Design step_dispatcher, sky130hd; sources not shown.
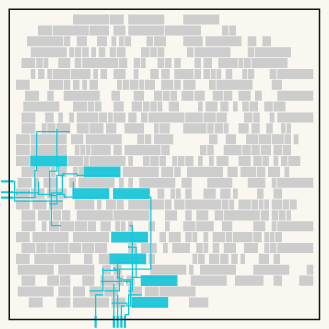
Fig. 1. Nets reached from selected ports (run 1).
(4 px per um)
legend:
  active_step:
    colour: cyan
    direction: output
    edge: 5 bottom, 3 left
    end_cells: 8
    buffers: 8
    wire: 323 um
PortBufs: 34
# IOs: 35

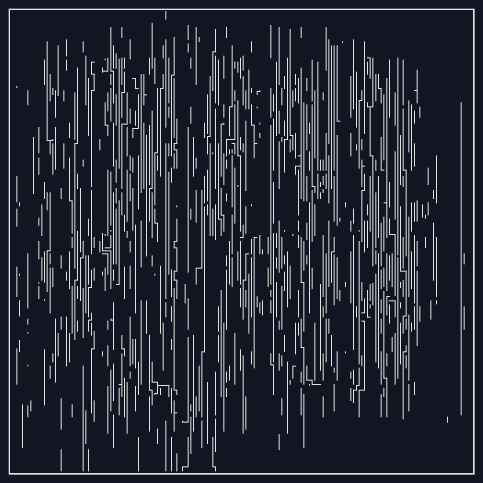
Fig. 2. M2 wires (run 1).
(6 px per um)
share of all routed wire: 49%
longest straight run: 52.0 um
wire length on this layer: 3580 um
vias post-DR: 2773
WL final: 7360 um
M2 GR Usage: 44.4%

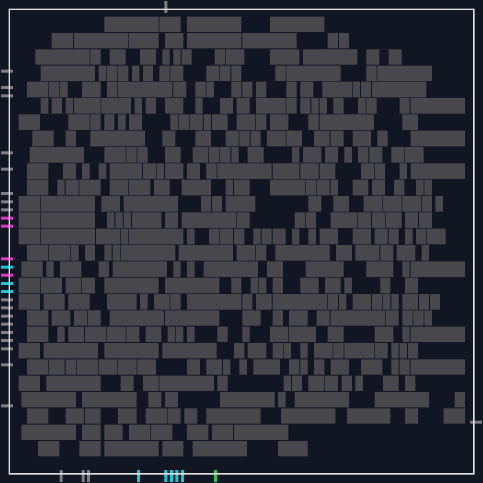
Fig. 3. Pin placement (run 1).
(6 px per um) Pins as bars across the die edge, other pins in grey.
legend:
  step_ok:
    colour: green
    pins: 1
    direction: output
    edge: bottom
  active_step:
    colour: cyan
    pins: 8
    direction: output
    edge: 5 bottom, 3 left
  sub_start:
    colour: magenta
    pins: 4
    direction: output
    edge: left
Chip Width: 77.2 um
Die Ht: 77.2 um

==> impl_metrics.toml, run 1 <==
# flow metrics
[final_layout]
ff_latch_area_mm2 = 0.00143
n_antenna_cell = 0
top_area_cell_class = "combinational gates"
nNetsFinal = 413
fillCellCount = 466
largest_reg_flops = 26
clk_share_pct = 4.52
seqAreaFraction_pct = 37.1
layout_top_cell = "dfrtp_1"
final_layout_size_suffix_gt1_share_pct = 10.8
area_delta_synth_final_pct = 21.4
lay_top_cells = "dfrtp_1 (57), o21ai_0 (43), nand2_1 (37), clkdlybuf4s50_1 (33), nor2_1 (20)"
comb_area_mm2 = 0.00161
comb_share_pct = 41.9
final_core_util_pct = 70.2

[setup_path]
arrival_ns = 3.10
worstSetupPathDepth = 8
crit_required_ns = 3.32
path_max_fanout = 7
crit_buf_inv = 0
path_cells = "nand4_1 > or4_4 > o21ai_1 > o211ai_1 > nor4_2 > nand4_1 > nand2_1 > o2bb2a_1"

[pwr]
p_per_area_mw_per_mm2 = 387
power_frac_seq_pct = 51.9
p_seq_uw = 772
power-top-group = "registers"
switching_power_uw = 349
p_total_uw = 1490

[global_routing]
grt_busiest_layer = "met2"
grt_usage_pct = 27.3
grt_max_degree = 31
grt_pass1_vias = 2737

[run_status]
outcome = "finished clean"

[placed_design]
pre_cts_ws_ns = 0.143
placedCellCount = 455
gp_congestion = 0.848
dpl-instance-area_mm2 = 0.00366

[final_timing]
worstMarginPinSlew_ns = 0.713
skew_ns = 0.00875
holdWs_ns = 0.493
finalSetupViolations = 0
rsz0062_at_grt = "false"

[synth]
synth-async-reset-ratio_pct = 100
synth.top_cell.area_share_pct = 45.1
edf_count = 0
yosysWarningCount = 0
synth_cell_types = 53
most_common_cell = "dfrtp_1"
yosys.stat.seqShare_pct = 45.1
ys_sh_adder_pct = 1.19
yosysTopAreaCell = "dfrtp_1"
area_leaders = "dfrtp_1 (45%), o21ai_0 (6.8%), xor2_1 (4.7%)"
synth-xor-area-share_pct = 6.36
aoi_share_pct = 17.0
mux_area_share_pct = 1.58

[route]
firstDrtPassIters = 5
met1_length_um = 3290
dr_wl_met2_um = 3580
drtAntennaViolNets = 0

[clock_network]
clock-sinks = 57
cts_hold_buffers = 1
clk_latency_ns = 0.34
cts_root_buffer = "clkbuf_8"
cts_tree = "done"

[floorplanning]
die_area_mm2 = 0.00596
rows = 27
core_area_mm2 = 0.00547
num_tap_cells = 72
Fig. 4: run 1, cell outlines without signal wires
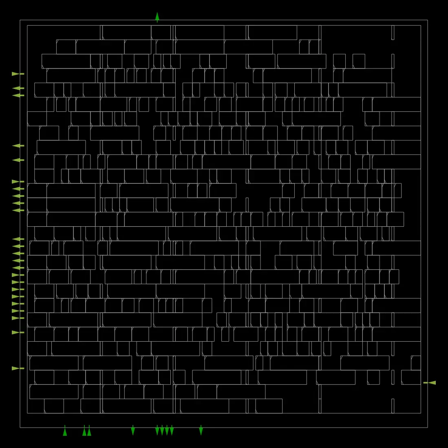

--- run 2 (diff from run 1) ---
Settings changed: CORE_ASPECT_RATIO from default to 0.75.
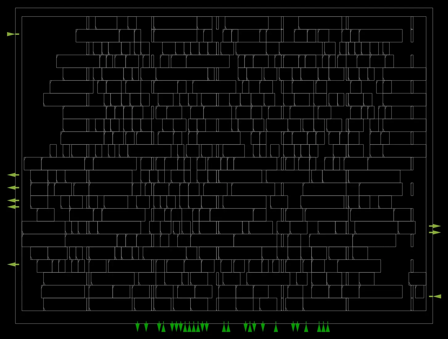
Fig. 5. Cell outlines without signal wires (run 2).
Seq area share: 36.3%
tap cell count: 75
FP Rows: 23
num sequential: 57
Final Util: 73.0%

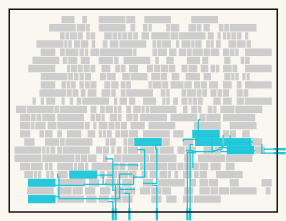
Fig. 6. Nets reached from selected ports (run 2).
(3 px per um)
legend:
  active_step:
    colour: cyan
    direction: output
    edge: 6 bottom, 2 right
    end_cells: 8
    buffers: 8
    wire: 319 um

==> run 2 against run 1 <==
Synthesized cell count did not move. Maximum frequency rose by 1.4%. Critical endpoint unchanged. Critical path depth rose by 1.
==> impl_metrics.toml, run 2 <==
# flow metrics
[final_layout]
top_area_cell_class = "combinational gates"
largest_reg_flops = 26
comb_share_pct = 40.9
final_layout_size_suffix_gt1_share_pct = 11.2
n_antenna_cell = 0
ff_latch_area_mm2 = 0.00143
nNetsFinal = 414
clk_share_pct = 6.69
layout_top_cell = "dfrtp_1"
lay_top_cells = "dfrtp_1 (57), o21ai_0 (43), nand2_1 (37), clkdlybuf4s50_1 (33), nor2_1 (20)"

[final_timing]
worstMarginPinSlew_ns = 0.764
skew_ns = 0.00797
finalSetupViolations = 0

[global_routing]
grt_max_degree = 28
grt_pass1_vias = 2598

[setup_path]
arrival_ns = 3.06
worstSetupPathDepth = 9
crit_buf_inv = 1
crit_required_ns = 3.32
path_cells = "nand3_4 > or4_1 > xnor2_1 > o211ai_1 > nor4_2 > nand4_1 > buf_4 > nand2_1 > o2bb2a_1"

[synth]
mux_area_share_pct = 1.58
area_leaders = "dfrtp_1 (45%), o21ai_0 (6.8%), xor2_1 (4.7%)"
yosysTopAreaCell = "dfrtp_1"
yosys.stat.seqShare_pct = 45.1
aoi_share_pct = 17.0
ys_sh_adder_pct = 1.19
most_common_cell = "dfrtp_1"
synth.top_cell.area_share_pct = 45.1
synth_cell_types = 53

[pwr]
p_total_uw = 1780
switching_power_uw = 370
p_per_area_mw_per_mm2 = 453
power-top-group = "the clock network"

[route]
vias = 2837

[floorplanning]
die_x_um = 88.8
ioPinCount = 35
die_height_um = 67.1

[placed_design]
placedCellCount = 458
pre_cts_ws_ns = 0.0502
gp_congestion = 0.851

[clock_network]
cts_hold_buffers = 1

[run_status]
outcome = "finished clean"
Fig. 7: run 2, signal wires by layer
(3 px per um) Only two layers are drawn.
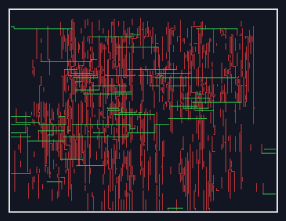

--- run 3 (diff from run 2) ---
Settings changed: CORE_UTILIZATION 56 to 59, DONT_BUFFER_PORTS from default to 1, PLACE_DENSITY 0.81 to 0.77, TNS_END_PERCENT from default to 100.
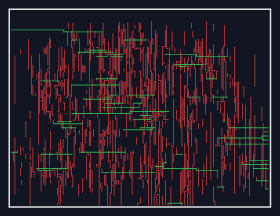
Fig. 8. Signal wires by layer (run 3).
(3 px per um) Only two layers are drawn.
legend:
  M3:
    colour: green
    wire_length: 429 um
  M2:
    colour: red
    wire_length: 3140 um
WL final: 7200 um
DR WL/cell: 16.4 um

==> run 3 against run 2 <==
Synthesized area unchanged. Die size down 4.9%. Core utilization down 1.9 points. Cell count down 8.0%. Sequential cell count unchanged. Cell area down 8.9%. Wire length down 7.2%. First-iteration DRC count up 4.1%. Critical path type unchanged. Highest routed layer unchanged.
==> impl_metrics.toml, run 3 <==
# flow metrics
[setup_path]
worstSetupPathDepth = 10
path_max_fanout = 7
crit_required_ns = 3.33
path_cells = "ha_2 > nand4_1 > or4_1 > xnor2_1 > o211ai_1 > nor4_2 > nand4_1 > buf_4 > a21oi_1 > o21ai_0"

[final_timing]
rsz0062_at_grt = "false"

[synth]
synth-async-reset-ratio_pct = 100
synth-xor-area-share_pct = 6.36
mux_area_share_pct = 1.58
ys_sh_adder_pct = 1.19
most_common_cell = "dfrtp_1"
aoi_share_pct = 17.0
synth_cell_types = 53
yosys.stat.seqShare_pct = 45.1
area_leaders = "dfrtp_1 (45%), o21ai_0 (6.8%), xor2_1 (4.7%)"
edf_count = 0

[final_layout]
fillCellCount = 380
area_delta_synth_final_pct = 13.1
final_layout_size_suffix_gt1_share_pct = 9.84
seqAreaFraction_pct = 39.8
largest_reg_flops = 26
top_area_cell_class = "combinational gates"
n_antenna_cell = 0
nNetsFinal = 379
comb_area_mm2 = 0.00162

[global_routing]
grt_usage_pct = 28.8
grt_max_degree = 58

[route]
vias = 2651
dr_wl_met2_um = 3140

[floorplanning]
die_x_um = 86.6
die_height_um = 65.4
rows = 22

[pwr]
p_total_uw = 1570
power-top-group = "registers"
power_frac_seq_pct = 49.6
p_seq_uw = 777

[run_status]
outcome = "finished clean"

[clock_network]
cts_tree = "done"
clock-sinks = 57
cts_root_buffer = "clkbuf_8"

[placed_design]
placedCellCount = 411
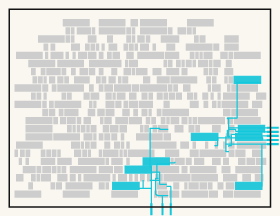
Fig. 9. Nets reached from selected ports (run 3).
(3 px per um)
legend:
  active_step:
    colour: cyan
    direction: output
    edge: 5 right, 3 bottom
    end_cells: 8
    buffers: 0
    wire: 218 um
PortBufs: 0

Power figures rest on the tool's default switching activity, not on a simulated workload.
